--- config.mk ---
export PLATFORM = sky130hd
export DESIGN_NAME = hazard_ctrl
export DESIGN_NICKNAME = d
export VERILOG_FILES = /design/src/rtl/pipe_pkg.sv /design/src/rtl/hz_loaduse_cmp.sv /design/src/rtl/hazard_ctrl.sv
export SDC_FILE = /design/constraint.sdc
export NUM_CORES = 1
export LEC_CHECK = 0
export CAP_MARGIN = 20
export CORE_AREA = 5 5 42 44
export DETAILED_ROUTE_END_ITERATION = 10
export DIE_AREA = 0 0 47 49
export GPL_TIMING_DRIVEN = 0
export MAX_ROUTING_LAYER = met4
export PLACE_DENSITY = 0.58
export SYNTH_ARGS = -nofsm -noshare
export SYNTH_HDL_FRONTEND = slang
export SYNTH_SLANG_ARGS = --single-unit
--- constraint.sdc ---
create_clock -name clk_i -period 3.2 [get_ports clk_i]
set_clock_uncertainty 0.1 [all_clocks]
set_input_delay 0.64 -clock clk_i [delete_from_list [all_inputs] [get_ports clk_i]]
set_output_delay 0.64 -clock clk_i [all_outputs]
set_load 0.02 [all_outputs]
--- src/rtl/pipe_pkg.sv ---
// rtl/pipe_pkg.sv - shared pipeline types and constants for hazard control.
package pipe_pkg;

    localparam int REG_AW_DEFAULT = 5;
    localparam int ZERO_REG       = 0;

    typedef enum logic {
        RUN      = 1'b0,
        MUL_WAIT = 1'b1
    } hz_state_t;

endpackage

--- src/rtl/hz_loaduse_cmp.sv ---
// rtl/hz_loaduse_cmp.sv - combinational load-use register compare.
// Also intended for reuse by the forwarding unit.
module hz_loaduse_cmp
    import pipe_pkg::*;
#(
    parameter int AW = REG_AW_DEFAULT
) (
    input  logic          i_memread,
    input  logic [AW-1:0] i_ex_rt,
    input  logic [AW-1:0] i_id_rs,
    input  logic [AW-1:0] i_id_rt,
    output logic          o_hit
);

    logic w_not_zero;
    logic w_match;

    // A load into the zero register never creates a real dependency.
    assign w_not_zero = (i_ex_rt != AW'(ZERO_REG));
    assign w_match    = (i_ex_rt == i_id_rs) || (i_ex_rt == i_id_rt);
    assign o_hit      = i_memread && w_not_zero && w_match;

endmodule

--- src/rtl/hazard_ctrl.sv ---
// rtl/hazard_ctrl.sv - pipeline hazard controller: PC/IF-ID enables and ID/EX flush.
// Optional HAZARD_PERF_CNT_EN adds stall and flush cycle counters.
module hazard_ctrl
    import pipe_pkg::*;
#(
    parameter int MUL_LAT = 4,
    parameter int REG_AW  = REG_AW_DEFAULT
) (
    input  logic              clk_i,
    input  logic              rst_n,
    input  logic [REG_AW-1:0] id_rs_i,
    input  logic [REG_AW-1:0] id_rt_i,
    input  logic              ex_memread_i,
    input  logic [REG_AW-1:0] ex_rt_i,
    input  logic              ex_mul_i,
    input  logic              ex_branch_taken_i,
    input  logic              ext_stall_i,
`ifdef HAZARD_PERF_CNT_EN
    output logic [31:0]       stall_cnt_o,
    output logic [15:0]       flush_cnt_o,
`endif
    output logic              pc_write_o,
    output logic              ifid_write_o,
    output logic              ifid_flush_o,
    output logic              idex_flush_o,
    output logic              mul_busy_o
);

    localparam int CNT_W = $clog2(MUL_LAT);

    hz_state_t        r_state;
    hz_state_t        w_state_nxt;
    logic [CNT_W-1:0] r_cnt;
    logic [CNT_W-1:0] w_cnt_nxt;
    logic             w_lu;

    hz_loaduse_cmp #(.AW(REG_AW)) u_lu_cmp (
        .i_memread (ex_memread_i),
        .i_ex_rt   (ex_rt_i),
        .i_id_rs   (id_rs_i),
        .i_id_rt   (id_rt_i),
        .o_hit     (w_lu)
    );

    always_ff @(posedge clk_i or negedge rst_n) begin
        if (!rst_n) begin
            r_state <= RUN;
            r_cnt   <= '0;
        end else begin
            r_state <= w_state_nxt;
            r_cnt   <= w_cnt_nxt;
        end
    end

    always_comb begin
        w_state_nxt  = r_state;
        w_cnt_nxt    = r_cnt;
        pc_write_o   = 1'b1;
        ifid_write_o = 1'b1;
        ifid_flush_o = 1'b0;
        idex_flush_o = 1'b0;
        mul_busy_o   = 1'b0;

        case (r_state)
            RUN: begin
                if (ex_branch_taken_i) begin
                    ifid_flush_o = 1'b1;
                    idex_flush_o = 1'b1;
                end else if (ex_mul_i) begin
                    // The ex_mul_i cycle itself counts towards the MUL_LAT freeze.
                    pc_write_o   = 1'b0;
                    ifid_write_o = 1'b0;
                    idex_flush_o = 1'b1;
                    mul_busy_o   = 1'b1;
                    w_state_nxt  = MUL_WAIT;
                    w_cnt_nxt    = CNT_W'(MUL_LAT - 2);
                end else if (w_lu || ext_stall_i) begin
                    pc_write_o   = 1'b0;
                    ifid_write_o = 1'b0;
                    idex_flush_o = 1'b1;
                end
            end
            MUL_WAIT: begin
                pc_write_o   = 1'b0;
                ifid_write_o = 1'b0;
                idex_flush_o = 1'b1;
                mul_busy_o   = 1'b1;
                if (r_cnt == '0) begin
                    w_state_nxt = RUN;
                end else begin
                    w_cnt_nxt = r_cnt - CNT_W'(1);
                end
            end
            default: begin
                w_state_nxt = RUN;
                w_cnt_nxt   = '0;
            end
        endcase

        if (!rst_n) begin
            pc_write_o   = 1'b0;
            ifid_write_o = 1'b0;
            ifid_flush_o = 1'b1;
            idex_flush_o = 1'b1;
            mul_busy_o   = 1'b0;
        end
    end

`ifdef HAZARD_PERF_CNT_EN
    logic [31:0] r_stall_cnt;
    logic [15:0] r_flush_cnt;

    always_ff @(posedge clk_i or negedge rst_n) begin
        if (!rst_n) begin
            r_stall_cnt <= '0;
            r_flush_cnt <= '0;
        end else begin
            if (!pc_write_o) begin
                r_stall_cnt <= r_stall_cnt + 32'd1;
            end
            if (ifid_flush_o) begin
                r_flush_cnt <= r_flush_cnt + 16'd1;
            end
        end
    end

    assign stall_cnt_o = r_stall_cnt;
    assign flush_cnt_o = r_flush_cnt;
`endif

endmodule
==> run summary <==
Summary of implementation figures.

Status
The run finished with clean final reports.

Placement
The HPWL after detailed placement is 838.8 um.

Final layout
Once layout is complete, the utilization of the core stands at a little over two fifths. From synthesis to final layout, the design area changed by 92.19%. The finished layout holds 85 standard cells, fillers aside. The register with the most flip-flops in the layout has 2 of them. By instance count after routing, the leading logic cell types are sky130_fd_sc_hd__clkdlybuf4s50_1 (20), sky130_fd_sc_hd__xor2_1 (10), sky130_fd_sc_hd__nor2_1 (7).

The register with the highest flop count is r_cnt. The final net count is 92. The registers reported with the highest flop counts are r_cnt x2, r_state x1.

Worst setup path
The worst-case reg-to-reg setup slack stands at 1980 ps. The most critical setup path has its startpoint at ex_rt_i[1]. The cell count along the critical path is 6. The critical path launch point type is an input port.

Synth
By area the synthesized netlist is led by sky130_fd_sc_hd__xor2_1 (27%), sky130_fd_sc_hd__dfrtp_1 (23%), sky130_fd_sc_hd__nor2_1 (8.2%). The main flop type after synthesis is sky130_fd_sc_hd__dfrtp_1. The parity-gate share of the synthesized area counting xor and xnor cells is 27.34%. The cell type contributing the most total cell area after synthesis is sky130_fd_sc_hd__xor2_1. The synthesized design devotes to its leading area cell type 27.34% of total area.

The adder and majority cell fraction of the synthesized area is slightly below 4%. The synthesized netlist occupies a cell area of approximately 320 um^2. The largest non-sequential cell family by area is XOR/XNOR gates.

Run
The total tool warning count is 26.

Global routing
For this run the aggregate overflow at the end of global routing stands at 0. The initial antenna violation count came to 0. The first global-routing pass estimated 1.400 mm of wire. The via count of the first global-routing pass came to 352.

Drt
For this block, the routed nets add up to 946 um of wire. For this block, the via count after detailed routing is approximately 390. The average wire per standard cell is roughly 11 um. Routed signal wires occupy layers up through met4.

Timing
Setup repair after global routing left no endpoint under its margin. The setup TNS is 0 ps. The relative max-transition margin is 84.17%.

Clock tree
CTS built an H-tree with a depth of 1. After clock tree synthesis, the setup repair step added 0 buffers.

Min path
STA shows the worst min-delay path finishing at r_cnt[0].
PDN straps and rails:
Drawn at 8 px/um. Pins as bars on the die edge.
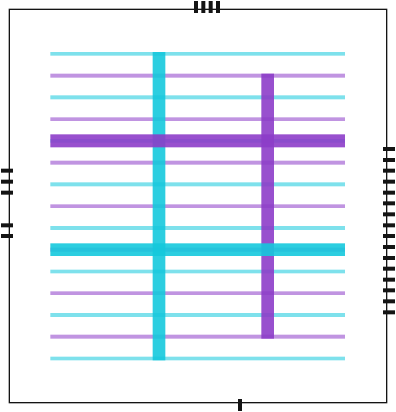
| color | net |
|---|---|
| cyan | VSS |
| purple | VDD |
met1 rails: 15
rows: 14
signal pins: 26
met4 straps: 2
Die Y-Extent: 49 um
placeable core area: 1401 um^2
floorplan die width: 47 um
maximum vdd ir drop: 0.3117 mV

Close-up of the layout:
Region (25, 27) to (45, 47) um. Cells in gray, sequential cells in the stronger gray; small squares are vias.
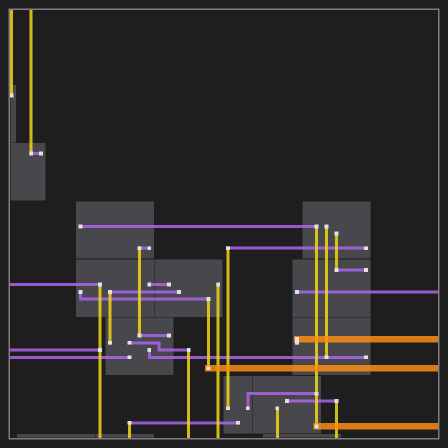
| color | layer |
|---|---|
| purple | metal 1 |
| orange | metal 3 |
| yellow | metal 2 |
cells with their middle in the window: 9
most frequent: clkdlybuf4s50_1 (4), xor2_1 (3)
sequential cells in the window: 0

No activity file was given, so power comes from the tool's default toggle rates.
